[config.mk]
export PLATFORM = sky130hd
export DESIGN_NAME = fetch_sequencer_flat
export DESIGN_NICKNAME = d
export VERILOG_FILES = /design/src/rtl/fetch_sequencer_if.sv /design/src/rtl/fetch_sequencer.sv /design/src/flat_wrapper.sv
export SDC_FILE = /design/constraint.sdc
export NUM_CORES = 1
export LEC_CHECK = 0
export CELL_PAD_IN_SITES_DETAIL_PLACEMENT = 0
export CELL_PAD_IN_SITES_GLOBAL_PLACEMENT = 1
export CORE_UTILIZATION = 33
export DETAILED_ROUTE_END_ITERATION = 8
export GPL_TIMING_DRIVEN = 0
export PLACE_DENSITY = 0.8
export SLEW_MARGIN = 20
export SYNTH_ARGS = -nofsm -noshare
export SYNTH_HDL_FRONTEND = slang
export SYNTH_SLANG_ARGS = --single-unit
[constraint.sdc]
create_clock -name clk -period 2 [get_ports clk]
set_input_delay 0.2 -clock clk [delete_from_list [all_inputs] [get_ports clk]]
set_output_delay 0.2 -clock clk [all_outputs]
set_load 0.005 [all_outputs]
[src/rtl/fetch_sequencer_if.sv]
// fetch_sequencer_if: groups the fetch sequencer's bus signals.
//   run                        - fetch enable from the datapath
//   mem_addr / mem_byte        - byte-wide combinational instruction memory port
//   instr / instr_pc /
//   instr_valid / instr_ready  - instruction handshake towards decode
//   redirect_valid /
//   redirect_pc / align_err    - branch/jump redirect and misalignment pulse
//   fetch_count / busy         - status
// Modport master is the sequencer side; slave is the memory/decode/datapath side.
interface fetch_sequencer_if #(
    parameter int ADDR_W = 5,
    parameter int CNT_W  = 16
);
    logic              run;
    logic [ADDR_W-1:0] mem_addr;
    logic [7:0]        mem_byte;
    logic [31:0]       instr;
    logic [ADDR_W-1:0] instr_pc;
    logic              instr_valid;
    logic              instr_ready;
    logic              redirect_valid;
    logic [ADDR_W-1:0] redirect_pc;
    logic              align_err;
    logic [CNT_W-1:0]  fetch_count;
    logic              busy;

    modport master (
        input  run, mem_byte, instr_ready, redirect_valid, redirect_pc,
        output mem_addr, instr, instr_pc, instr_valid, align_err, fetch_count, busy
    );

    modport slave (
        output run, mem_byte, instr_ready, redirect_valid, redirect_pc,
        input  mem_addr, instr, instr_pc, instr_valid, align_err, fetch_count, busy
    );
endinterface

[src/rtl/fetch_sequencer.sv]
// fetch_sequencer: instruction-fetch controller for a byte-wide instruction
// memory. Owns the PC, reads four consecutive bytes (MSB at the lowest
// address) into a 32-bit instruction, offers it to decode over valid/ready,
// takes redirects from the datapath and counts accepted instructions.
// Ports:
//   clk   - clock, all state on the rising edge
//   reset - synchronous, active-high
//   bus   - fetch_sequencer_if.master (memory port, decode handshake,
//           redirect, status)
module fetch_sequencer #(
    parameter int                ADDR_W   = 5,
    parameter logic [ADDR_W-1:0] RESET_PC = '0,
    parameter int                CNT_W    = 16
) (
    input  logic               clk,
    input  logic               reset,
    fetch_sequencer_if.master  bus
);

    typedef enum logic [1:0] {IDLE, FETCH, HOLD} stateE;

    stateE             state, stateNext;
    logic [ADDR_W-1:0] pc, pcNext;
    logic [1:0]        byteCnt, byteCntNext;
    logic [31:0]       asmReg, asmNext;
    logic [ADDR_W-1:0] instrPc, instrPcNext;
    logic              alignErr, alignErrNext;
    logic [CNT_W-1:0]  fetchCount, countNext;
    logic              accept;

    // State register and datapath registers
    always_ff @(posedge clk) begin
        if (reset) begin
            state      <= IDLE;
            pc         <= RESET_PC;
            byteCnt    <= 2'd0;
            asmReg     <= 32'd0;
            instrPc    <= '0;
            alignErr   <= 1'b0;
            fetchCount <= '0;
        end else begin
            state      <= stateNext;
            pc         <= pcNext;
            byteCnt    <= byteCntNext;
            asmReg     <= asmNext;
            instrPc    <= instrPcNext;
            alignErr   <= alignErrNext;
            fetchCount <= countNext;
        end
    end

    // Next-state and datapath update
    always_comb begin
        stateNext    = state;
        pcNext       = pc;
        byteCntNext  = byteCnt;
        asmNext      = asmReg;
        instrPcNext  = instrPc;
        alignErrNext = 1'b0;
        countNext    = fetchCount;
        accept       = (state == HOLD) && bus.instr_ready;

        if (bus.redirect_valid) begin
            // Redirect wins over everything except reset; a handshake in the
            // same cycle still counts, but the PC follows the redirect.
            pcNext       = {bus.redirect_pc[ADDR_W-1:2], 2'b00};
            byteCntNext  = 2'd0;
            stateNext    = bus.run ? FETCH : IDLE;
            alignErrNext = |bus.redirect_pc[1:0];
            if (accept) countNext = fetchCount + 1'b1;
        end else begin
            unique case (state)
                IDLE: begin
                    if (bus.run) begin
                        stateNext   = FETCH;
                        byteCntNext = 2'd0;
                    end
                end
                FETCH: begin
                    unique case (byteCnt)
                        2'd0: asmNext[31:24] = bus.mem_byte;
                        2'd1: asmNext[23:16] = bus.mem_byte;
                        2'd2: asmNext[15:8]  = bus.mem_byte;
                        2'd3: asmNext[7:0]   = bus.mem_byte;
                        default: ;
                    endcase
                    // Wraps 3 -> 0, which is where the next fetch starts.
                    byteCntNext = byteCnt + 2'd1;
                    if (byteCnt == 2'd3) begin
                        stateNext   = HOLD;
                        instrPcNext = pc;
                    end
                end
                HOLD: begin
                    if (bus.instr_ready) begin
                        countNext = fetchCount + 1'b1;
                        pcNext    = pc + ADDR_W'(4);
                        stateNext = bus.run ? FETCH : IDLE;
                    end
                end
                default: stateNext = IDLE;
            endcase
        end
    end

    // Outputs: valid is exactly "sitting in HOLD", so any exit drops it.
    assign bus.mem_addr    = pc + ADDR_W'(byteCnt);
    assign bus.instr       = asmReg;
    assign bus.instr_pc    = instrPc;
    assign bus.instr_valid = (state == HOLD);
    assign bus.align_err   = alignErr;
    assign bus.fetch_count = fetchCount;
    assign bus.busy        = (state != IDLE);

endmodule
[src/flat_wrapper.sv]
// flat-port wrapper written by rule: the top's interface ports become plain ports
module fetch_sequencer_flat 
#(
    parameter int                ADDR_W   = 5,
    parameter logic [ADDR_W-1:0] RESET_PC = '0,
    parameter int                CNT_W    = 16
)
  (clk, reset, bus_run, bus_mem_byte, bus_instr_ready, bus_redirect_valid, bus_redirect_pc, bus_mem_addr, bus_instr, bus_instr_pc, bus_instr_valid, bus_align_err, bus_fetch_count, bus_busy);
  fetch_sequencer_if #(.ADDR_W(ADDR_W), .CNT_W(CNT_W)) bus_i ();
  input  logic clk;
  input  logic reset;
  input wire logic [$bits(bus_i.run)-1:0] bus_run;
  input wire logic [$bits(bus_i.mem_byte)-1:0] bus_mem_byte;
  input wire logic [$bits(bus_i.instr_ready)-1:0] bus_instr_ready;
  input wire logic [$bits(bus_i.redirect_valid)-1:0] bus_redirect_valid;
  input wire logic [$bits(bus_i.redirect_pc)-1:0] bus_redirect_pc;
  output wire logic [$bits(bus_i.mem_addr)-1:0] bus_mem_addr;
  output wire logic [$bits(bus_i.instr)-1:0] bus_instr;
  output wire logic [$bits(bus_i.instr_pc)-1:0] bus_instr_pc;
  output wire logic [$bits(bus_i.instr_valid)-1:0] bus_instr_valid;
  output wire logic [$bits(bus_i.align_err)-1:0] bus_align_err;
  output wire logic [$bits(bus_i.fetch_count)-1:0] bus_fetch_count;
  output wire logic [$bits(bus_i.busy)-1:0] bus_busy;
  assign bus_i.run = bus_run;
  assign bus_i.mem_byte = bus_mem_byte;
  assign bus_i.instr_ready = bus_instr_ready;
  assign bus_i.redirect_valid = bus_redirect_valid;
  assign bus_i.redirect_pc = bus_redirect_pc;
  assign bus_mem_addr = bus_i.mem_addr;
  assign bus_instr = bus_i.instr;
  assign bus_instr_pc = bus_i.instr_pc;
  assign bus_instr_valid = bus_i.instr_valid;
  assign bus_align_err = bus_i.align_err;
  assign bus_fetch_count = bus_i.fetch_count;
  assign bus_busy = bus_i.busy;
  fetch_sequencer #(.ADDR_W(ADDR_W), .RESET_PC(RESET_PC), .CNT_W(CNT_W)) u_core (.clk(clk), .reset(reset), .bus(bus_i));
endmodule
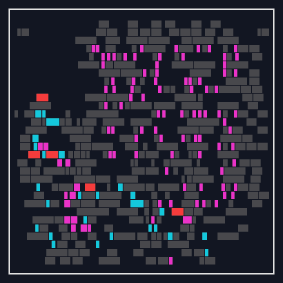
Figure 1: selected gate families.
(3 px per um)
Cyan is NOR gates, cells 26, most used nor2_1. Red is multiplexers, cells 5, most used mux2_2, where middle left. Magenta is NAND gates, cells 96, most used nand2_1.
dominant logic cell type in the layout: nand2_1
Post-Layout Cell Count: 483

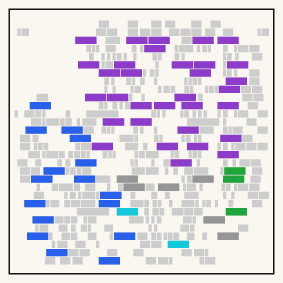
Figure 2: where the registers sit.
(3 px per um) Other sequential cells in the stronger gray, the rest of the logic in the fainter gray.
Cyan is `u_core.state`, sequential cells 2. Green is `u_core.bus.instr_pc`, sequential cells 3. Purple is `u_core.bus.instr`, sequential cells 32. Blue is `u_core.bus.fetch_count`, sequential cells 16.
Another 6 sequential cells are not colored.
Flop area: 1181 um^2
fraction of area in registers: 0.3343
Sequential Power: 1200 uW
Util after Layout: 0.5088

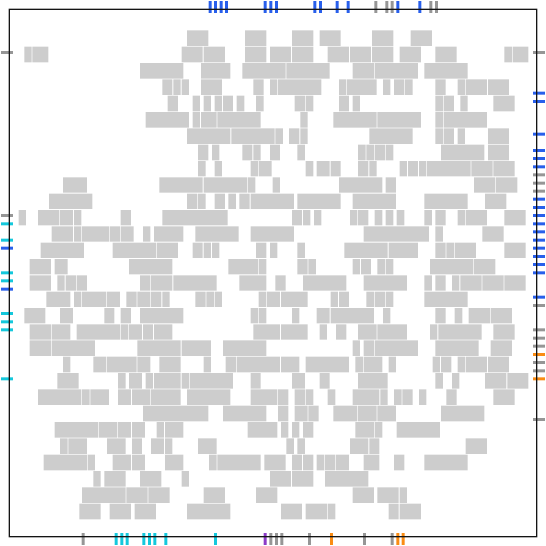
Figure 3: pin placement.
(6 px per um) Pins as bars across the die edge, other pins in gray.
Orange is `bus_redirect_pc`, pins 5, direction input, edge 3 bottom, 2 right. Cyan is `bus_fetch_count`, pins 16, direction output, edge 8 bottom, 8 left. Blue is `bus_instr`, pins 32, direction output, edge 17 right, 13 top, 2 left. Purple is `bus_instr_ready`, pins 1, direction input, edge bottom.
die width: 87.66 um
IO buf count: 74
Die Ht: 87.66 um

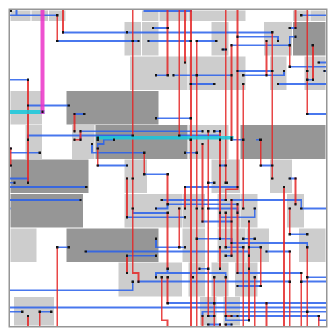
Figure 4: zoomed window.
Window x 31 to 56, y 14 to 39 um. Cells in gray, sequential cells in the stronger gray; small squares are vias.
Magenta is met4. Cyan is met3. Red is met2. Blue is met1.
Most frequent: dfxtp_1 (6), a21oi_1 (4), nand2_1 (4). 37 logic cells have their middle in the window. Sequential cells in the window: 6. Netlist names of flops here include `u_core.bus.fetch_count` (2), `u_core.byteCnt` (2).

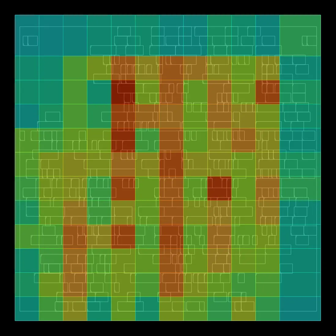
Figure 5: track usage over the die.
wire length per cell: 12.62 um
GRT busiest layer: met2
grt met3 use: 0.04901
total track usage: 0.1732

==> qor.csv <==
stage;metric;value;unit
detailed_routing;finalWirelength;6097;um
synthesis;ys_types;31;
sta;period_minus_slack;1.741;ns
global_route;grt_pass1_vias;2077;
detailed_routing;via_per_inst;4.611;
clock_tree;htreeDepth;3;
run_status;outcome;finished clean;
setup_path;worstSetupPathType;flip-flop to output pin;
placed_design;gp_congestion;0.8083;
worst_hold_path;hp-class;input port to flip-flop;
global_route;antenna_found_initial;0;
global_route;grt_pass1_wl;9949;um
sta;final-max-slew-violation-count;0;
finish;drive_above_1_share;0.09044;
synthesis;synth_warnings;0;
clock_tree;numClockSinks;59;
synthesis;synthTopCellsByArea;dfxtp_1, nand2_1, a21oi_1, ha_1, xor2_1;
setup_path;cp.arrival;1.54;ns
synthesis;ys_seq_share;0.4879;
detailed_routing;vias;2227;
die;row_count;30;
sta;setup_violations;0;
finish;antennaDiodeCount;0;
clock_tree;numCtsBuffers;9;
die;ioPinCount;79;
setup_path;critPathCaptureType;output pin;
setup_path;slowest_stage;clkdlybuf4s50_1;
power_and_ir_drop;ir_worst_vdd;0.4206;mV
sta;final.period_utilization;0.8707;
power_and_ir_drop;p_leak;0.001261;uW
finish;finalNetCount;406;
clock_tree;cts_tree;built;
detailed_routing;drc_errors;0;
power_and_ir_drop;p_per_area;761.0;nW/um^2
setup_path;critical_path_buf_inv_count;2;
sta;clock.fmax;574.3;MHz
setup_path;slowest_delay;0.44;ns
finish;most-common-layout-cells;nand2_1, clkdlybuf4s50_1, dfxtp_1;
run;cap_violations;0;
synthesis;synth.avg_cell_area;8.179;um^2
placed_design;post-dp-hpwl;4421;um
detailed_routing;antenna_left;0;
setup_path;crit_chain;buf_2 > or2_2 > clkdlybuf4s50_1;
setup_path;cp.required;1.80;ns
detailed_routing;drt_first_pass_iters;4;
setup_path;cp_top_family;buffers and inverters;
clock_tree;holdBufCountCts;0;
[synthesized netlist by cell type, drive strengths merged]
master,number
a21oi,44
a31oi,1
a32oi,1
and2,5
and3,3
and3b,1
and4,1
and4b,2
buf,12
clkbuf,6
conb,1
dfxtp,59
ha,6
inv,7
mux2,4
mux2i,1
nand2,84
nand3,5
nand4,6
nand4b,1
nor2,16
nor2b,3
nor3,5
nor3b,2
o21ai,5
or2,1
or3,3
xnor2,3
xor2,8
[flip-flops by register name, indices dropped and copies added, names as in the netlist]
register                count
u_core.state                2
u_core.byteCnt              2
u_core.bus.instr_pc         3
u_core.bus.align_err        1
u_core.pc                   3
u_core.bus.fetch_count     16
u_core.bus.instr           32
[routing by layer]
metal	wire length [um]	vias up
met1	2927	1002
met5	0	-
li1	-	1147
met4	112	0
met2	2702	67
met3	355	11
[metrics by stage]
stage | hold slack [ns] | area (um^2) | util | setup WS [ns]
2_1_floorplan | 0.3360 | 2425 | - | 0.4583
5_1_grt | 0.2023 | 3533 | 0.5088 | 0.1659
3_5_place_dp | 0.4483 | 3286 | 0.4732 | 0.02853
4_1_cts | 0.1765 | 3533 | 0.5088 | 0.2428
6_report | 0.1804 | 3533 | 0.5088 | 0.2586
3_3_place_gp | 0.4423 | 3286 | 0.4732 | 0.03238
[area by class of cell]
| class | count | area (um^2) |
|---|---|---|
| well taps | 96 | 120.1 |
| plain buffers | 18 | 87.58 |
| clock inverters | 7 | 123.9 |
| inverters | 7 | 26.28 |
| flip-flops and latches | 59 | 1181 |
| clock buffers | 9 | 123.9 |
| repair buffers | 74 | 740.7 |
| fillers | 666 | 3411 |
| multi-input cells | 213 | 1130 |
[path summary, 6_finish.rpt]
| kind | startpoint | slack [ns] | end | depth (start not counted) |
|---|---|---|---|---|
| setup / recovery | u_core.state[0] | 0.26 | bus_busy | 3 |
| hold / removal | bus_redirect_valid | 0.18 | u_core.state[1] | 2 |
| hold reg to reg | u_core.bus.instr_pc[3] | 0.45 | u_core.bus.instr_pc[3] | 2 |
| setup reg to reg | u_core.state[1] | 0.35 | u_core.bus.fetch_count[15] | 5 |
[where the power goes]
part,total (uW),internal [uW],switching [uW],leakage (uW)
Clock,1340,835,508,0.000120
Combinational,148,73.1,75.2,0.000665
Sequential,1200,1190,9.46,0.000477
[cell families after synthesis]
family	after synthesis	share of synthesized area
xor gates and xnor gates	11	0.03980
buffers and inverters	25	0.04703
AOI/OAI and AO/OA	51	0.1075
and+or+nand+nor	138	0.2625
adders and majority gates	6	0.03101
muxes	5	0.02274
DFF	59	0.4879
other	1	0.001549
Power and IR drop assume default switching activity.
